--- src/rtl/rr_arb16_pkg.sv ---
// Shared constants and state encoding for the 16-way round-robin arbiter.
package rr_arb16_pkg;

    localparam int N_REQ = 16;
    localparam int ID_W  = 4;

    typedef enum logic {
        ST_EMPTY = 1'b0,
        ST_FULL  = 1'b1
    } state_e;

endpackage

--- src/rtl/rr_arb16_if.sv ---
// Requester and output channel bundle for rr_arb16.
// The arbiter connects to the slave modport; producers/consumer use master.
interface rr_arb16_if #(
    parameter int WIDTH = 4
);
    import rr_arb16_pkg::*;

    logic [N_REQ-1:0]       req_vld;
    logic [N_REQ*WIDTH-1:0] req_data;
    logic [N_REQ-1:0]       req_rdy;
    logic                   out_vld;
    logic [WIDTH-1:0]       out_data;
    logic [ID_W-1:0]        out_id;
    logic                   out_rdy;

    modport slave (
        input  req_vld, req_data, out_rdy,
        output req_rdy, out_vld, out_data, out_id
    );

    modport master (
        output req_vld, req_data, out_rdy,
        input  req_rdy, out_vld, out_data, out_id
    );

endinterface

--- src/rtl/rr_arb16_mux16.sv ---
// 16:1 data selector steering the granted requester's word to the output register.
module mux16 #(
    parameter int WIDTH = 4
) (
    input  logic [WIDTH-1:0] in0,
    input  logic [WIDTH-1:0] in1,
    input  logic [WIDTH-1:0] in2,
    input  logic [WIDTH-1:0] in3,
    input  logic [WIDTH-1:0] in4,
    input  logic [WIDTH-1:0] in5,
    input  logic [WIDTH-1:0] in6,
    input  logic [WIDTH-1:0] in7,
    input  logic [WIDTH-1:0] in8,
    input  logic [WIDTH-1:0] in9,
    input  logic [WIDTH-1:0] in10,
    input  logic [WIDTH-1:0] in11,
    input  logic [WIDTH-1:0] in12,
    input  logic [WIDTH-1:0] in13,
    input  logic [WIDTH-1:0] in14,
    input  logic [WIDTH-1:0] in15,
    input  logic [3:0]       sel,
    output logic [WIDTH-1:0] dout
);

    // Pure selection; every sel value is covered so no default path is needed.
    always_comb begin
        dout = in0;
        case (sel)
            4'd0:  dout = in0;
            4'd1:  dout = in1;
            4'd2:  dout = in2;
            4'd3:  dout = in3;
            4'd4:  dout = in4;
            4'd5:  dout = in5;
            4'd6:  dout = in6;
            4'd7:  dout = in7;
            4'd8:  dout = in8;
            4'd9:  dout = in9;
            4'd10: dout = in10;
            4'd11: dout = in11;
            4'd12: dout = in12;
            4'd13: dout = in13;
            4'd14: dout = in14;
            4'd15: dout = in15;
            default: dout = in0;
        endcase
    end

endmodule

--- src/rtl/rr_arb16.sv ---
// Round-robin arbiter: 16 valid/ready requesters share one registered output.
// Optional handshake counter port grant_cnt is enabled by RR_ARB16_GRANT_CNT_EN.
//
// state    | meaning
// ---------+------------------------------------------------
// ST_EMPTY | output register holds nothing (out_vld = 0)
// ST_FULL  | output register holds a word awaiting out_rdy
module rr_arb16
    import rr_arb16_pkg::*;
#(
    parameter int WIDTH = 4
) (
    input  logic          clk,
    input  logic          rst_n,
    rr_arb16_if.slave     bus
`ifdef RR_ARB16_GRANT_CNT_EN
    ,
    output logic [15:0]   grant_cnt
`endif
);

    state_e             state_q, state_d;
    logic [ID_W-1:0]    ptr_q, ptr_d;
    logic [WIDTH-1:0]   data_q, data_d;
    logic [ID_W-1:0]    id_q, id_d;

    logic [2*N_REQ-1:0] vld_dbl;
    logic [N_REQ-1:0]   vld_rot;
    logic [ID_W-1:0]    off;
    logic               found;
    logic [ID_W-1:0]    gid;
    logic               gnt_any;
    logic               load;
    logic [N_REQ-1:0]   gnt_onehot;
    logic [WIDTH-1:0]   mux_out;

    // Rotate so the pointer position lands at bit 0; the doubled vector makes
    // the wrap-around a plain part-select.
    assign vld_dbl = {bus.req_vld, bus.req_vld};
    assign vld_rot = vld_dbl[{1'b0, ptr_q} +: N_REQ];

    // Find the first requester at or after the pointer in the rotated view.
    always_comb begin
        off   = '0;
        found = 1'b0;
        for (int i = 0; i < N_REQ; i++) begin
            if (!found && vld_rot[i]) begin
                off   = ID_W'(i);
                found = 1'b1;
            end
        end
    end

    // Unrotate: 4-bit addition wraps naturally back into requester space.
    assign gid        = ptr_q + off;
    assign gnt_any    = |bus.req_vld;
    assign load       = (state_q == ST_EMPTY) | bus.out_rdy;
    assign gnt_onehot = N_REQ'(1) << gid;

    // rst_n gating keeps req_rdy low for the whole reset window, since the
    // reset state alone (EMPTY) would otherwise advertise capacity.
    assign bus.req_rdy = (gnt_any && load && rst_n) ? gnt_onehot : '0;

    mux16 #(.WIDTH(WIDTH)) u_mux (
        .in0  (bus.req_data[ 0*WIDTH +: WIDTH]),
        .in1  (bus.req_data[ 1*WIDTH +: WIDTH]),
        .in2  (bus.req_data[ 2*WIDTH +: WIDTH]),
        .in3  (bus.req_data[ 3*WIDTH +: WIDTH]),
        .in4  (bus.req_data[ 4*WIDTH +: WIDTH]),
        .in5  (bus.req_data[ 5*WIDTH +: WIDTH]),
        .in6  (bus.req_data[ 6*WIDTH +: WIDTH]),
        .in7  (bus.req_data[ 7*WIDTH +: WIDTH]),
        .in8  (bus.req_data[ 8*WIDTH +: WIDTH]),
        .in9  (bus.req_data[ 9*WIDTH +: WIDTH]),
        .in10 (bus.req_data[10*WIDTH +: WIDTH]),
        .in11 (bus.req_data[11*WIDTH +: WIDTH]),
        .in12 (bus.req_data[12*WIDTH +: WIDTH]),
        .in13 (bus.req_data[13*WIDTH +: WIDTH]),
        .in14 (bus.req_data[14*WIDTH +: WIDTH]),
        .in15 (bus.req_data[15*WIDTH +: WIDTH]),
        .sel  (gid),
        .dout (mux_out)
    );

    // Next state: capture on grant, drain to EMPTY when idle, hold under backpressure.
    always_comb begin
        state_d = state_q;
        ptr_d   = ptr_q;
        data_d  = data_q;
        id_d    = id_q;
        if (load) begin
            if (gnt_any) begin
                state_d = ST_FULL;
                data_d  = mux_out;
                id_d    = gid;
                ptr_d   = gid + 1'b1;
            end else begin
                state_d = ST_EMPTY;
            end
        end
    end

    // Output register, pointer and state.
    always_ff @(posedge clk or negedge rst_n) begin
        if (!rst_n) begin
            state_q <= ST_EMPTY;
            ptr_q   <= '0;
            data_q  <= '0;
            id_q    <= '0;
        end else begin
            state_q <= state_d;
            ptr_q   <= ptr_d;
            data_q  <= data_d;
            id_q    <= id_d;
        end
    end

    assign bus.out_vld  = (state_q == ST_FULL);
    assign bus.out_data = data_q;
    assign bus.out_id   = id_q;

`ifdef RR_ARB16_GRANT_CNT_EN
    logic        live_q;
    logic [15:0] grant_cnt_q, grant_cnt_d;

    // live_q masks the first edge after reset release so that handshake is not counted.
    always_comb begin
        grant_cnt_d = grant_cnt_q;
        if (live_q && |(bus.req_vld & bus.req_rdy)) begin
            grant_cnt_d = grant_cnt_q + 16'd1;
        end
    end

    // Handshake counter, wraps at 0xFFFF.
    always_ff @(posedge clk or negedge rst_n) begin
        if (!rst_n) begin
            live_q      <= 1'b0;
            grant_cnt_q <= '0;
        end else begin
            live_q      <= 1'b1;
            grant_cnt_q <= grant_cnt_d;
        end
    end

    assign grant_cnt = grant_cnt_q;
`endif

endmodule
--- src/flat_wrapper.sv ---
// flat-port wrapper written by rule: the top's interface ports become plain ports
module rr_arb16_flat import rr_arb16_pkg::*;
#(
    parameter int WIDTH = 4
)
  (clk, rst_n, bus_req_vld, bus_req_data, bus_out_rdy, bus_req_rdy, bus_out_vld, bus_out_data, bus_out_id);
  rr_arb16_if #(.WIDTH(WIDTH)) bus_i ();
  input  logic clk;
  input  logic rst_n;
  input wire logic [$bits(bus_i.req_vld)-1:0] bus_req_vld;
  input wire logic [$bits(bus_i.req_data)-1:0] bus_req_data;
  input wire logic [$bits(bus_i.out_rdy)-1:0] bus_out_rdy;
  output wire logic [$bits(bus_i.req_rdy)-1:0] bus_req_rdy;
  output wire logic [$bits(bus_i.out_vld)-1:0] bus_out_vld;
  output wire logic [$bits(bus_i.out_data)-1:0] bus_out_data;
  output wire logic [$bits(bus_i.out_id)-1:0] bus_out_id;
  assign bus_i.req_vld = bus_req_vld;
  assign bus_i.req_data = bus_req_data;
  assign bus_i.out_rdy = bus_out_rdy;
  assign bus_req_rdy = bus_i.req_rdy;
  assign bus_out_vld = bus_i.out_vld;
  assign bus_out_data = bus_i.out_data;
  assign bus_out_id = bus_i.out_id;
  rr_arb16 #(.WIDTH(WIDTH)) u_core (.clk(clk), .rst_n(rst_n), .bus(bus_i));
endmodule
--- config.mk ---
export PLATFORM = sky130hd
export DESIGN_NAME = rr_arb16_flat
export DESIGN_NICKNAME = d
export VERILOG_FILES = /design/src/rtl/rr_arb16_pkg.sv /design/src/rtl/rr_arb16_if.sv /design/src/rtl/rr_arb16_mux16.sv /design/src/rtl/rr_arb16.sv /design/src/flat_wrapper.sv
export SDC_FILE = /design/constraint.sdc
export NUM_CORES = 1
export LEC_CHECK = 0
export CORE_AREA = 2 2 121 100
export DETAILED_ROUTE_END_ITERATION = 10
export DIE_AREA = 0 0 123 102
export HOLD_SLACK_MARGIN = 0.12
export PLACE_DENSITY_LB_ADDON = 0.12
export SLEW_MARGIN = 40
export SYNTH_ARGS = -nofsm -noshare
export SYNTH_HDL_FRONTEND = slang
export SYNTH_SLANG_ARGS = --single-unit
--- constraint.sdc ---
create_clock -name clk -period 6.2 [get_ports clk]
set_clock_uncertainty 0.1 [all_clocks]
set_input_delay 0.93 -clock clk [delete_from_list [all_inputs] [get_ports clk]]
set_output_delay 0.93 -clock clk [all_outputs]
set_load 0.02 [all_outputs]
==> impl_metrics.env, run 1 <==
# source this file to load flow results
export IMPL_timing_rr_start="u_core.ptr_q[1]$_DFFE_PN0P_"
export IMPL_layout_nets=586
export IMPL_grt_pass1_wl_um=16100
export IMPL_cpMaxStageDelayCell="mux4_2"
export IMPL_cp_required_ps=5170
export IMPL_crit_path_frequent_cell="nor2_1"
export IMPL_fin_ws_ps=252
export IMPL_tightest_slew_ps=699
export IMPL_gp_congestion=0.928
export IMPL_yosys_cells=339
export IMPL_cts_hold_buf=0
export IMPL_die_w_um=123
export IMPL_path_delay_family="simple AND/OR/NAND/NOR gates"
export IMPL_cts_tree="done"
export IMPL_wire_per_inst_um=16.3
export IMPL_nFillCells=1194
export IMPL_period_needed_ps=5950
export IMPL_num_multi_input_gates=296
export IMPL_clockBufferDepth=2
export IMPL_clock_root_buffer="clkbuf_16"
export IMPL_ys_area_um2=2760
export IMPL_cp_max_fo=6
export IMPL_final_util_pct=39.4
export IMPL_register_area_um2=325
export IMPL_crit_type="in2out"
export IMPL_status="complete, no violations"
export IMPL_synthFlopType="dfrtp_1"
export IMPL_drt_total_wl_um=10500
export IMPL_io_buffers=107
export IMPL_syn_avg_cell_area_um2=8.15
export IMPL_layout_area_top_class="multi-input combinational cells"
export IMPL_worstSetupStartpoint="bus_req_vld[13]"
export IMPL_max_freq_ghz=0.168
export IMPL_grt_usage_pct=16.1
export IMPL_finalHoldViolations=0
export IMPL_vias=3301
export IMPL_initial_utilization_pct=24.4
export IMPL_grt_max_degree=22
[run 1: metrics by stage]
| step | area, um2 | hold WS (ps) | TNS [ps] | std cells |
|---|---|---|---|---|
| CTS | 4460 | 391 | 0 | 637 |
| detailed placement | 4400 | 376 | -3540 | 633 |
| global placement | 4400 | 377 | -3020 | 633 |
| global route | 4450 | 412 | -44.6 | 640 |
| finish | 4450 | 387 | 0 | 640 |
| floorplan | 2760 | 490 | 0 | 339 |
[run 1: cell usage after synthesis (all sizes together) (7+ instances only)]
cell | instances | area, um2
a221oi | 7 | 67.6
a21oi | 16 | 80.1
ha | 9 | 113
nor2 | 34 | 128
mux2 | 12 | 135
o21ai | 10 | 50.1
nand2 | 59 | 221
clkbuf | 16 | 60.1
mux4 | 20 | 450
buf | 8 | 53.8
nand3 | 12 | 60.1
mux2i | 14 | 140
dfrtp | 13 | 325
[run 1: metal layers]
layer | track usage [%] | up-vias | part of all wire [%]
met5 | 0 | - | 0
met3 | 3.91 | 4 | 8.2
li1 | - | 1615 | -
met1 | 23.4 | 1579 | 47
met2 | 25.2 | 103 | 45
met4 | 1.14 | 0 | 0.16
[run 1: layout by cell type, fill, tap and decap left out, drive strengths merged, types with 4 or more instances in the layout]
| cell | n |
|---|---|
| clkdlybuf4s50 | 89 |
| buf | 67 |
| nand2 | 59 |
| nor2 | 34 |
| mux4 | 20 |
| clkbuf | 19 |
| a21oi | 16 |
| mux2i | 14 |
| dfrtp | 13 |
| mux2 | 12 |
| nand3 | 12 |
| o21ai | 10 |
| ha | 9 |
| a221oi | 7 |
| nand2b | 6 |
| a22oi | 6 |
| a21boi | 6 |
| a21o | 5 |
| and2 | 5 |
| nor2b | 5 |
| inv | 5 |
| a221o | 4 |
| a22o | 4 |
| nand4 | 4 |
| nor4 | 4 |
| a2111oi | 4 |
[run 1: timing repair]
item / CTS / global route
hold endpoints to repair: 0 / 0
gates resized: 17 / 43
buffers inserted: 0 / 3
setup endpoints to repair: 16 / 20
pin swaps: 1 / 6
[run 1: kinds of logic (layout without fill, tap and decap cells)]
family	after synthesis	count (layout)	synth area share [%]
and+or+nand+nor	144	144	23.9
buffers and inverters	30	183	4.94
adders and majority gates	10	10	4.80
xor gates and xnor gates	5	5	2.63
DFF	13	13	11.8
AOI/OAI and AO/OA	91	91	25.6
muxes	46	46	26.3
[run 1: state kept, by name (all words and copies together), names as in the netlist]
signal,count
u_core.bus.out_data,4
u_core.bus.out_id,4
u_core.ptr_q,4
u_core.bus.out_vld,1
[run 1: final timing paths]
check,end,cells past startpoint
hold reg to reg,u_core.bus.out_id[0]$_DFFE_PN0P_,2
setup reg to reg,u_core.bus.out_data[0]$_DFFE_PN0P_,22
min in group asynchronous,u_core.bus.out_id[3]$_DFFE_PN0P_,1
setup / recovery,bus_req_rdy[11],16
max in group asynchronous,u_core.ptr_q[0]$_DFFE_PN0P_,1
hold / removal,u_core.bus.out_id[0]$_DFFE_PN0P_,2
### Cell area per tile, run 1

12 x 10 tiles, from black (low) to pale yellow (high), 0 to 100% covered.
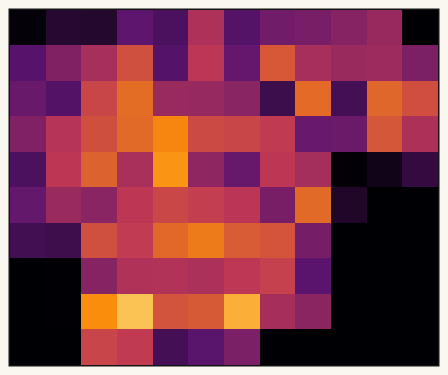
densest ninth of the die = centre
fullest tile = 87%
tiles over 75% full = 3.3%
mean over tiles = 34%
emptiest ninth of the die = south-east

### Selected gate families, run 1

Scale bar: 20 um.
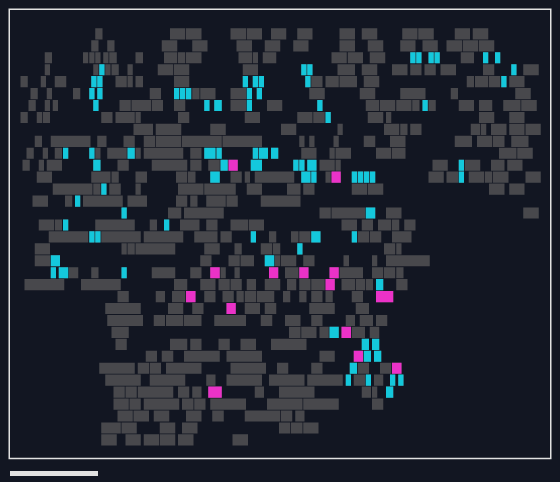
AND and OR gates -> magenta  # cells 14, most used and2_1
NAND gates -> cyan  # cells 83, most used nand2_1, where all over the die
multi-input gate share of the layout cell area: 52.6%
Post-Layout Cell Count: 640
most numerous logic cell after layout: clkdlybuf4s50_1

### Nets reached from selected ports, run 1

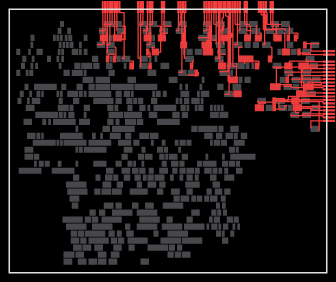
bus_req_data -> red  # direction input, edge 44 north, 20 east, end cells 45, buffers 64, wire 1210 um

==> run 1 -> run 2 <==
- ABC_CLOCK_PERIOD_IN_PS: default -> 6200
### Cell area per tile, run 2

12 x 10 tiles, from black (low) to pale yellow (high), 0 to 100% covered.
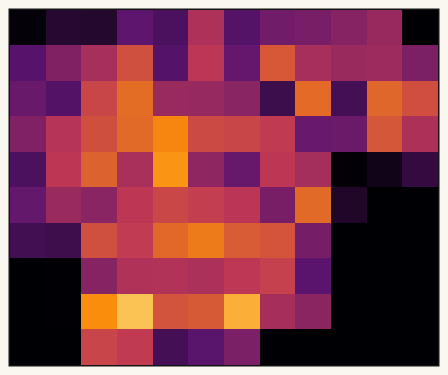
emptiest ninth of the die = south-east
nearly empty tiles = 21%
densest ninth of the die = centre
mean over tiles = 34%
core area: 11300 um2
FP Util: 24.4%
Finished Core Util: 39.4%

==> run 2 against run 1 <==
Hold slack is the same; first-iteration DRC count did not move; utilization unchanged; fmax unchanged; wire length unchanged; critical endpoint unchanged.
==> impl_metrics.env, run 2 <==
# source this file to load flow results
export IMPL_cp_max_fo=6
export IMPL_wire_per_inst_um=16.3
export IMPL_area_leaders="mux4_2 16%, dfrtp_1 12%, nand2_1 8.0%, mux2i_1 5.1%, mux2_2 4.9%"
export IMPL_drt_total_wl_um=10500
export IMPL_yosys_cells=339
export IMPL_nFillCells=1194
export IMPL_dpl_cell_count=633
export IMPL_worst_hold_slack_ps=387
export IMPL_critPathLaunchType="input pin"
export IMPL_cts_tree="done"
export IMPL_syn_avg_cell_area_um2=8.15
export IMPL_synth_top_area_share_pct=16.3
export IMPL_grt_usage_pct=16.1
export IMPL_clockBufferDepth=2
export IMPL_layout_top_cells="89 x clkdlybuf4s50_1, 65 x buf_4, 59 x nand2_1"
export IMPL_crit_path_frequent_cell="nor2_1"
export IMPL_finalHoldViolations=0
export IMPL_final_area_um2=4450
export IMPL_crit_type="in2out"
export IMPL_gp_congestion=0.928
export IMPL_clock_root_buffer="clkbuf_16"
export IMPL_cpMaxStageDelayCell="mux4_2"
export IMPL_area_growth_syn_to_layout_pct=61.2
export IMPL_common_cells="59 x nand2_1, 34 x nor2_1, 20 x mux4_2"
export IMPL_die_w_um=123
export IMPL_layout_nets=586
export IMPL_synthFlopType="dfrtp_1"
export IMPL_edf_count=0
export IMPL_io_buffers=107
export IMPL_ys_area_um2=2760
export IMPL_tns_ps=0
export IMPL_max_freq_ghz=0.168
export IMPL_register_area_um2=325
export IMPL_postPlaceCellArea_um2=4400
export IMPL_period_needed_ps=5950
export IMPL_cpPeakStageDelay_ps=520
export IMPL_grt_max_degree=22
export IMPL_cp_required_ps=5170
export IMPL_yosysTopAreaCell="mux4_2"
export IMPL_vias=3301
export IMPL_drive_gt1_share_pct=27.6
export IMPL_status="complete, no violations"
### Selected gate families, run 2

Scale bar: 20 um.
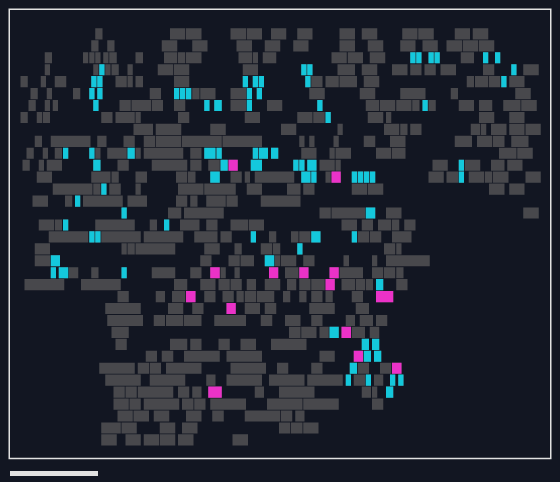
AND and OR gates -> magenta  # cells 14, most used and2_1
NAND gates -> cyan  # cells 83, most used nand2_1, where all over the die

-- run 2: cell families after synthesis --
family / after synthesis / synth area share, %
buffers and inverters: 30 / 4.94
flip-flops: 13 / 11.8
AND/OR/NAND/NOR: 144 / 23.9
AND-OR/OR-AND: 91 / 25.6
XOR/XNOR: 5 / 2.63
multiplexers: 46 / 26.3
adder cells (fa/ha/maj): 10 / 4.80
-- run 2: through the flow --
step           util [%]  worst slack, ps
2_1_floorplan         -              511
3_3_place_gp       38.9             -241
3_5_place_dp       38.9             -315
4_1_cts            39.5             10.3
5_1_grt            39.4            -42.4
6_report           39.4              252
-- run 2: timing repair --
item,in CTS,in global routing
pin swaps,1,6
setup buffers,0,3
hold buffers,0,0
setup endpoints to repair,16,20
resized,17,43
-- run 2: area by class of cell --
class                      instances  area share (%)
clock buffer                       3            1.69
clock inverter                     1           0.112
inverter                           6           0.506
multi-input combinational        296            52.6
sequential                        13            7.31
tap                              148            4.16
timing repair buffer             173            33.6
-- run 2: critical path: cells and delay by family --
family	cells	cell delay [ps]
xor+xnor	1	290
buf+inv	3	850
simple gates	6	950
mux	1	520
fa+ha+maj	3	830
compound gates	2	510
-- run 2: worst paths after layout --
check                                                  from                            endpoint  slack, ps  cells past startpoint
max                                         bus_req_vld[13]                     bus_req_rdy[11]        250                     16
min                        u_core.bus.out_id[0]$_DFFE_PN0P_    u_core.bus.out_id[0]$_DFFE_PN0P_        390                      2
max reg2reg                     u_core.ptr_q[1]$_DFFE_PN0P_  u_core.bus.out_data[0]$_DFFE_PN0P_        640                     22
min reg2reg                u_core.bus.out_id[0]$_DFFE_PN0P_    u_core.bus.out_id[0]$_DFFE_PN0P_        390                      2
max in group asynchronous                             rst_n         u_core.ptr_q[0]$_DFFE_PN0P_       5240                      1
min in group asynchronous                             rst_n    u_core.bus.out_id[3]$_DFFE_PN0P_        490                      1
-- run 2: per-layer routing --
metal	global-route usage, %	part of all wire (%)	routed length (um)	vias up
li1	-	-	-	1615
met5	0	0	0	-
met2	25.2	45	4680	103
met3	3.91	8.2	855	4
met4	1.14	0.16	17	0
met1	23.4	47	4900	1579
